### src/rtl/atm_session_timer.sv
// Multi-channel ATM session/inactivity timer sharing one clock prescaler.
// Latency: count/timeout/timeout_pulse update on the edge that samples tick; warn and any_timeout are combinational.
// Backpressure: none; kick/ack/enable are level inputs that are acted on every cycle.
//
// Ports:
//   i_clk, i_rst          rising-edge clock, synchronous active-high reset
//   i_enable[NUM_CH]      channel run; low forces the channel to IDLE and clears it
//   i_kick[NUM_CH]        user activity; restarts the channel count from 0
//   i_ack[NUM_CH]         clears the sticky timeout flag
//   i_auto_reload[NUM_CH] 1 = periodic, 0 = one-shot; latched at arm/kick
//   i_limit               per-channel timeout in ticks, latched at arm/kick (0 treated as 1)
//   i_warn_lvl            per-channel warning level in ticks (0 = off), used live
//   o_tick                one-cycle prescaler strobe
//   o_count               elapsed ticks per channel
//   o_warn                channel running and count >= warn level
//   o_timeout_pulse       one-cycle strobe on each expiry
//   o_timeout             sticky expiry flag
//   o_any_timeout         OR of o_timeout
module atm_session_timer #(
    parameter int NUM_CH   = 4,
    parameter int CNT_W    = 16,
    parameter int PRESCALE = 1000
) (
    input  logic                    i_clk,
    input  logic                    i_rst,
    input  logic [NUM_CH-1:0]       i_enable,
    input  logic [NUM_CH-1:0]       i_kick,
    input  logic [NUM_CH-1:0]       i_ack,
    input  logic [NUM_CH-1:0]       i_auto_reload,
    input  logic [NUM_CH*CNT_W-1:0] i_limit,
    input  logic [NUM_CH*CNT_W-1:0] i_warn_lvl,
    output logic                    o_tick,
    output logic [NUM_CH*CNT_W-1:0] o_count,
    output logic [NUM_CH-1:0]       o_warn,
    output logic [NUM_CH-1:0]       o_timeout_pulse,
    output logic [NUM_CH-1:0]       o_timeout,
    output logic                    o_any_timeout
);

    localparam int              PW     = $clog2(PRESCALE) + 1;
    localparam logic [PW-1:0]   LP_TOP = PW'(PRESCALE - 1);

    typedef enum logic [1:0] {
        ST_IDLE    = 2'd0,
        ST_RUN     = 2'd1,
        ST_EXPIRED = 2'd2
    } state_t;

    // ------------------------------------------------------------------
    // Shared prescaler. The tick flop is loaded with the compare of the
    // *next* prescaler value, so o_tick is high exactly during the cycle
    // in which the prescaler holds PRESCALE-1. With PRESCALE=1 the next
    // value is always 0 == LP_TOP and tick stays high after reset.
    // ------------------------------------------------------------------
    logic [PW-1:0] r_presc;
    logic [PW-1:0] w_presc_nxt;
    logic          r_tick;

    always_comb begin
        w_presc_nxt = (r_presc == LP_TOP) ? '0 : r_presc + 1'b1;
    end

    always_ff @(posedge i_clk) begin
        if (i_rst) begin
            r_presc <= '0;
            r_tick  <= 1'b0;
        end else begin
            r_presc <= w_presc_nxt;
            r_tick  <= (w_presc_nxt == LP_TOP);
        end
    end

    assign o_tick = r_tick;

    // ------------------------------------------------------------------
    // Per-channel FSMs. Each channel owns its registers inside its own
    // generate scope so channels share nothing but r_tick.
    // ------------------------------------------------------------------
    for (genvar g = 0; g < NUM_CH; g++) begin : g_ch
        state_t           r_state;
        logic [CNT_W-1:0] r_count;
        logic [CNT_W-1:0] r_limit_q;
        logic             r_mode_q;
        logic             r_pulse;
        logic             r_timeout;

        logic [CNT_W-1:0] w_lim_in;
        logic [CNT_W-1:0] w_lim_lat;
        logic [CNT_W-1:0] w_wl;
        logic [CNT_W:0]   w_inc;
        logic             w_hit;

        assign w_lim_in  = i_limit[g*CNT_W +: CNT_W];
        assign w_wl      = i_warn_lvl[g*CNT_W +: CNT_W];
        // A zero limit would never match count+1, so it is treated as 1.
        assign w_lim_lat = (w_lim_in == '0) ? CNT_W'(1) : w_lim_in;
        // One extra bit keeps the compare exact when limit_q is all-ones.
        assign w_inc     = {1'b0, r_count} + (CNT_W+1)'(1);
        assign w_hit     = (w_inc == {1'b0, r_limit_q});

        always_ff @(posedge i_clk) begin
            if (i_rst) begin
                r_state   <= ST_IDLE;
                r_count   <= '0;
                r_limit_q <= CNT_W'(1);
                r_mode_q  <= 1'b0;
                r_pulse   <= 1'b0;
                r_timeout <= 1'b0;
            end else begin
                r_pulse <= 1'b0;
                // ack clears first; an expiry later in this block overrides
                // it, so a coincident set wins.
                if (i_ack[g]) begin
                    r_timeout <= 1'b0;
                end

                if (!i_enable[g]) begin
                    r_state   <= ST_IDLE;
                    r_count   <= '0;
                    r_timeout <= 1'b0;
                end else begin
                    case (r_state)
                        ST_IDLE: begin
                            r_state   <= ST_RUN;
                            r_count   <= '0;
                            r_limit_q <= w_lim_lat;
                            r_mode_q  <= i_auto_reload[g];
                        end

                        ST_RUN: begin
                            if (i_kick[g]) begin
                                // Kick outranks a coincident tick.
                                r_count   <= '0;
                                r_limit_q <= w_lim_lat;
                                r_mode_q  <= i_auto_reload[g];
                            end else if (r_tick) begin
                                if (w_hit) begin
                                    r_pulse   <= 1'b1;
                                    r_timeout <= 1'b1;
                                    if (r_mode_q) begin
                                        r_count <= '0;
                                    end else begin
                                        r_state <= ST_EXPIRED;
                                        r_count <= r_limit_q;
                                    end
                                end else begin
                                    r_count <= w_inc[CNT_W-1:0];
                                end
                            end
                        end

                        ST_EXPIRED: begin
                            // Count stays parked at the limit until re-armed.
                            if (i_kick[g]) begin
                                r_state   <= ST_RUN;
                                r_count   <= '0;
                                r_limit_q <= w_lim_lat;
                                r_mode_q  <= i_auto_reload[g];
                            end
                        end

                        default: begin
                            r_state <= ST_IDLE;
                            r_count <= '0;
                        end
                    endcase
                end
            end
        end

        assign o_count[g*CNT_W +: CNT_W] = r_count;
        assign o_timeout_pulse[g]        = r_pulse;
        assign o_timeout[g]              = r_timeout;
        // Warning follows warn_lvl live so software can move it mid-session.
        assign o_warn[g] = (r_state == ST_RUN) && (w_wl != '0) && (r_count >= w_wl);
    end

    assign o_any_timeout = |o_timeout;

endmodule

### config.mk
export PLATFORM = sky130hd
export DESIGN_NAME = atm_session_timer
export DESIGN_NICKNAME = d
export VERILOG_FILES = /design/src/rtl/atm_session_timer.sv
export SDC_FILE = /design/constraint.sdc
export NUM_CORES = 1
export LEC_CHECK = 0
export CAP_MARGIN = 20
export CORE_UTILIZATION = 39
export DETAILED_ROUTE_END_ITERATION = 8
export PLACE_DENSITY = 0.6
export SYNTH_ARGS = -nofsm -noshare
export SYNTH_HDL_FRONTEND = slang
export SYNTH_SLANG_ARGS = --single-unit
### constraint.sdc
create_clock -name i_clk -period 3.26 [get_ports i_clk]
set_clock_uncertainty 0.05 [all_clocks]
set_input_delay 0.326 -clock i_clk [delete_from_list [all_inputs] [get_ports i_clk]]
set_output_delay 0.326 -clock i_clk [all_outputs]
set_load 0.01 [all_outputs]
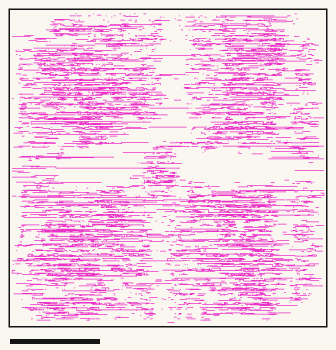
Fig. 1. Metal 1 (run 1).
Bar = 50 um.
longest straight run: 69.0 um
wire length on this layer: 16600 um
share of all routed wire: 46%
main direction: horizontal
nets with wire on the layer: 1774

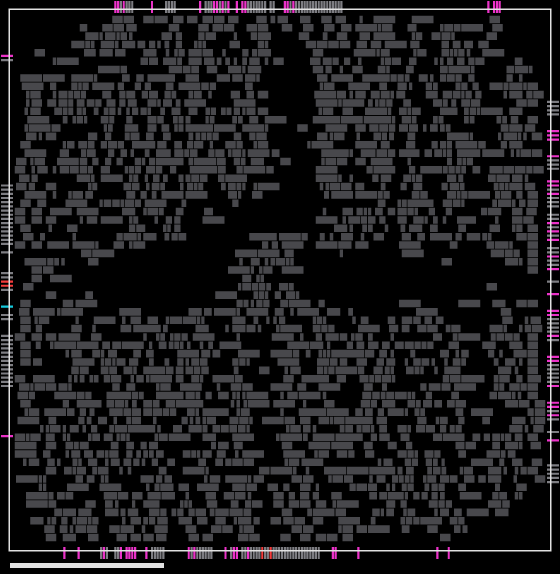
Fig. 2. Ports around the boundary (run 1).
Bar = 50 um. Pins as bars across the die edge, other pins in grey.
[o_count] magenta | pins: 64 | direction: output | edge: 23 right, 20 bottom, 19 top, 2 left
[o_tick] cyan | pins: 1 | direction: output | edge: left
[o_timeout] red | pins: 4 | direction: output | edge: 2 left, 2 bottom
die height: 176 um
IO Port Bufs: 223
Die X: 176 um

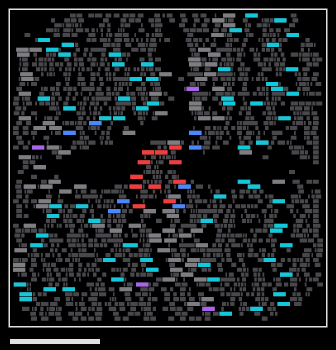
Fig. 3. Sequential cells coloured by netlist name (run 1).
Bar = 50 um. Other sequential cells in the stronger grey, the rest of the logic in the fainter grey.
[r_presc] red | flops: 11 | where: centre
[g_ch.r_count] cyan | flops: 64 | where: spread over the die
[g_ch.r_mode_q] purple | flops: 4
[g_ch.r_state] blue | flops: 8 | where: centre
not coloured: 73

==> results_slide.txt, run 1 <==
Flow Results at a Glance

Floorplanning
  – Row cnt: around 63
  – Well Taps: a little under 400

STA
  – Pins Over Slew Limit: 0
  – Worst setup margin: roughly 220 ps
  – Fin. Hold Viols: 0

CTS
  – CTS H-tree lvls: 4
  – Clock sinks: roughly 160
  – Clock buffer depth: 2
  – Clk Tree Root Cell: clkbuf_16

Min path
  – Min-Delay Endpoint: g_ch[0].r_limit_q[9]

Synthesis
  – Commonest cells in the synthesized netlist: dfxtp_1, nor2_1, inv_1
  – Netlist Area Pre-Place: 0.0118 mm^2
  – EDFF count, synth: 0
  – Yosys top cell by area: dfxtp_1
  – Yosys cell count: ~1.5k
  – Post-Synthesis Cells: roughly 1.5k

Pwr
  – Lkg Pwr: ~6.4 nW
  – Worst VDD drop: 233 uV

Final layout
  – Flop count: around 160
  – Filler Cell Count: 2945
  – Mi-comb count: 1109

Global routing
  – Largest net degree at the start of global routing: slightly above 40
  – Gr usage total: 23.5%

Run
  – OpenROAD warnings: 35

Placed design
  – GP Congestion: slightly above 0.9

Detailed routing
  – Highest routed layer: met4
  – DRT antenna net count: 0

Outcome
  – Status: complete, no violations

Setup path
  – Critical path origin: g_ch[3].r_count[2]
run 1: state kept, by name, summed over array words and instances, names as in the netlist:
| signal | flops |
|---|---|
| g_ch.r_count | 64 |
| g_ch.r_limit_q | 64 |
| g_ch.r_mode_q | 4 |
| g_ch.r_pulse | 4 |
| g_ch.r_state | 8 |
| g_ch.r_timeout | 4 |
| o_tick | 1 |
| r_presc | 11 |
run 1: critical path, cell delays in order, from the launching register on:
cell	delay, ps
dfxtp_1	460
and4_1	450
nand4_1	300
xor2_1	240
o221ai_2	140
nor4b_4	330
nand4_1	170
buf_4	200
or4_1	470
a21oi_1	140
run 1: where the power goes:
group	total (mW)	leakage, nW	switching [mW]	internal (mW)
Combinational	0.830	4.86	0.396	0.434
Clock	1.97	0.277	0.873	1.09
Sequential	2.11	1.30	0.0898	2.02
Total	4.91	6.44	1.36	3.55
run 1: cells by family (layout without fill, tap and decap cells):
family	after synthesis	after routing	synth area share, %
and+or+nand+nor	580	580	26.7
AOI/OAI and AO/OA	261	261	15.2
buffers and inverters	197	454	7.04
DFF	160	160	27.2
xor gates and xnor gates	109	109	8.53
adders and majority gates	82	82	8.71
muxes	77	77	6.60
run 1: stage by stage:
step                      area (um^2)  cells  total power, mW
final                           15300   2113             4.91
after global routing            15300   2113             5.13
after CTS                       15300   2112             4.96
after detailed placement        14700   2080             2.98
after global placement          14700   2080             2.97
after floorplan                 11800   1466             2.61
run 1: repair_timing:
| item | 4_1_cts | 5_1_grt |
|---|---|---|
| hold buffers | 0 | 0 |
| pin swaps | 0 | 1 |
| resized | 3 | 12 |
| setup buffers | 0 | 1 |
| setup endpoints to repair | 2 | 22 |
==> inputs of run 2 (changes only) <==
--- a/config.mk
+++ b/config.mk
@@ -9,6 +9,7 @@
 export CORE_UTILIZATION = 39
 export DETAILED_ROUTE_END_ITERATION = 8
 export PLACE_DENSITY = 0.6
+export SLEW_MARGIN = 20
 export SYNTH_ARGS = -nofsm -noshare
 export SYNTH_HDL_FRONTEND = slang
 export SYNTH_SLANG_ARGS = --single-unit
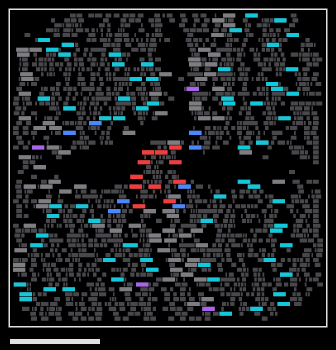
Fig. 4. Sequential cells coloured by netlist name (run 2).
Bar = 50 um. Other sequential cells in the stronger grey, the rest of the logic in the fainter grey.
[g_ch.r_state] blue | flops: 8 | where: centre
[r_presc] red | flops: 11 | where: centre
[g_ch.r_count] cyan | flops: 64 | where: spread over the die
[g_ch.r_mode_q] purple | flops: 4
not coloured: 73

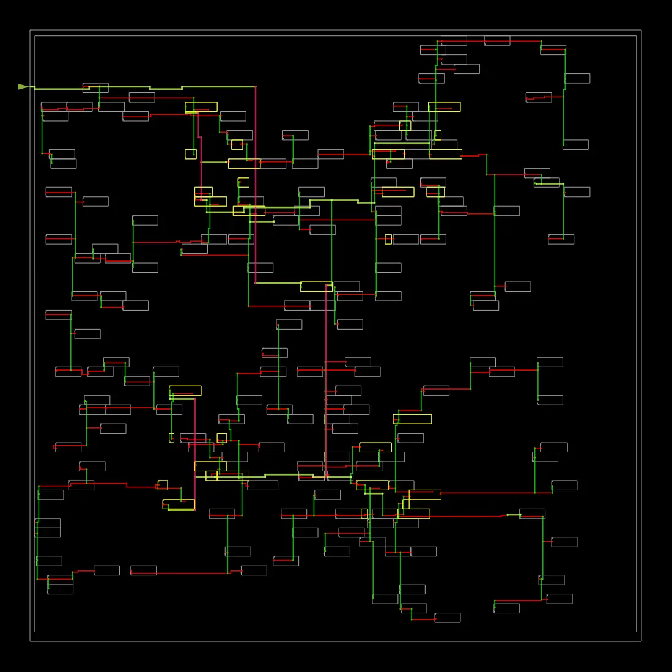
Fig. 5. The clock network (run 2).
flop count: 160
CLK BUF: 20
clk_lat worst skew: 430 ps
number of CTS-inserted buffers: 17

==> results_slide.txt, run 2 <==
Flow Results at a Glance

Synthesis
  – Netlist cell types: ~84
  – Yosys cell count: between 1k and 1.5k
  – EDFF count, synth: 0
  – Yosys top cell by area: dfxtp_1
  – Netlist Area Pre-Place: approximately 0.012 mm^2
  – Commonest cells in the synthesized netlist: dfxtp_1, nor2_1, inv_1
  – Post-Synthesis Cells: about 1.5k

Pwr
  – Reg power frac: between 40% and 50%
  – Total power: approximately 4.9 mW
  – Clock power share: around 40%
  – Internal: around 3.6 mW
  – Switching Fraction: 27.7%
  – NetSw: 1.36 mW

Setup path
  – CP max stage cell: or4_1
  – CP Cell Sequence: and4_1 > nand4_1 > xor2_1 > o221ai_2 > nor4b_4 > nand4_1 > buf_4 > or4_1 > a21oi_1
  – Critical path origin: g_ch[3].r_count[2]
  – Worst stage delay on the critical path: about 470 ps
  – Crit. path cell count: 9
  – CP dominant cell by count: nand4_1
  – Crit path buffers/inverters: 1

Detailed routing
  – DRT antenna net count: 0

Run
  – OpenROAD warnings: 35

CTS
  – Clock buffer depth: 2
  – CTS H-tree lvls: 4
  – Clk Tree Root Cell: clkbuf_16
  – # hold bufs at CTS: 0

Placed design
  – IO Port Bufs: roughly 220
  – Dpl cells: about 2.1k
  – GP Congestion: around 0.91

STA
  – Pins Over Slew Limit: 0
  – Fin. Hold Viols: 0
  – Worst setup margin: approximately 220 ps

Global routing
  – Gr usage total: 23.5%
  – Largest net degree at the start of global routing: slightly above 40

Outcome
  – Status: complete, no violations

Final layout
  – Final non-filler cell total: ~2.1k
  – Biggest registers after layout: g_ch.r_count (64), g_ch.r_limit_q (64), r_presc (11)

Floorplanning
  – Row cnt: approximately 63
==> run 2: routing by layer <==
metal  vias up  track usage (%)  share of wire (%)
li1       5788                -                  -
met1      5496             31.4                 46
met2       351             39.6                 48
met3        29             3.14                5.4
met4         0             5.54                1.0
met5         -                0                  0
==> run 2: cells by family (layout without fill, tap and decap cells) <==
| logic type | after synthesis | count (layout) | synth area share [%] |
|---|---|---|---|
| AOI/OAI and AO/OA | 261 | 261 | 15.2 |
| muxes | 77 | 77 | 6.60 |
| DFF | 160 | 160 | 27.2 |
| adders and majority gates | 82 | 82 | 8.71 |
| xor gates and xnor gates | 109 | 109 | 8.53 |
| buffers and inverters | 197 | 454 | 7.04 |
| and+or+nand+nor | 580 | 580 | 26.7 |
==> run 2: repair_timing <==
action | in CTS | in global routing
endpoints found under the setup margin | 2 | 22
setup buffers | 0 | 1
hold endpoints to repair | 0 | 0
resized | 3 | 12
pin swaps | 0 | 1
==> run 2: power by group through the flow <==
stage,sequential (mW),combinational (mW),clock [mW]
after CTS,2.11,0.830,2.01
final,2.11,0.830,1.97
after global routing,2.12,0.907,2.10
after global placement,2.15,0.815,0
after floorplan,2.12,0.492,0
after detailed placement,2.16,0.825,0
==> run 2: layout make-up <==
type	count	area [um^2]
clock inverters	12	109
repair buffers	312	2910
inverters	110	413
fillers	2945	14300
flip-flops and latches	160	3210
clock buffers	20	457
well taps	390	488
multi-input cells	1109	7770
==> run 2: worst min path at each step <==
stage,endpoint,slack [ps],cells past startpoint
after CTS,g_ch[0].r_limit_q[13],320,2
after global placement,r_presc[0],390,1
final,g_ch[0].r_limit_q[9],300,2
after floorplan,r_presc[0],380,1
after detailed placement,r_presc[0],400,1
after global routing,g_ch[0].r_limit_q[13],330,2
Power figures rest on the tool's default switching activity, not on a simulated workload.
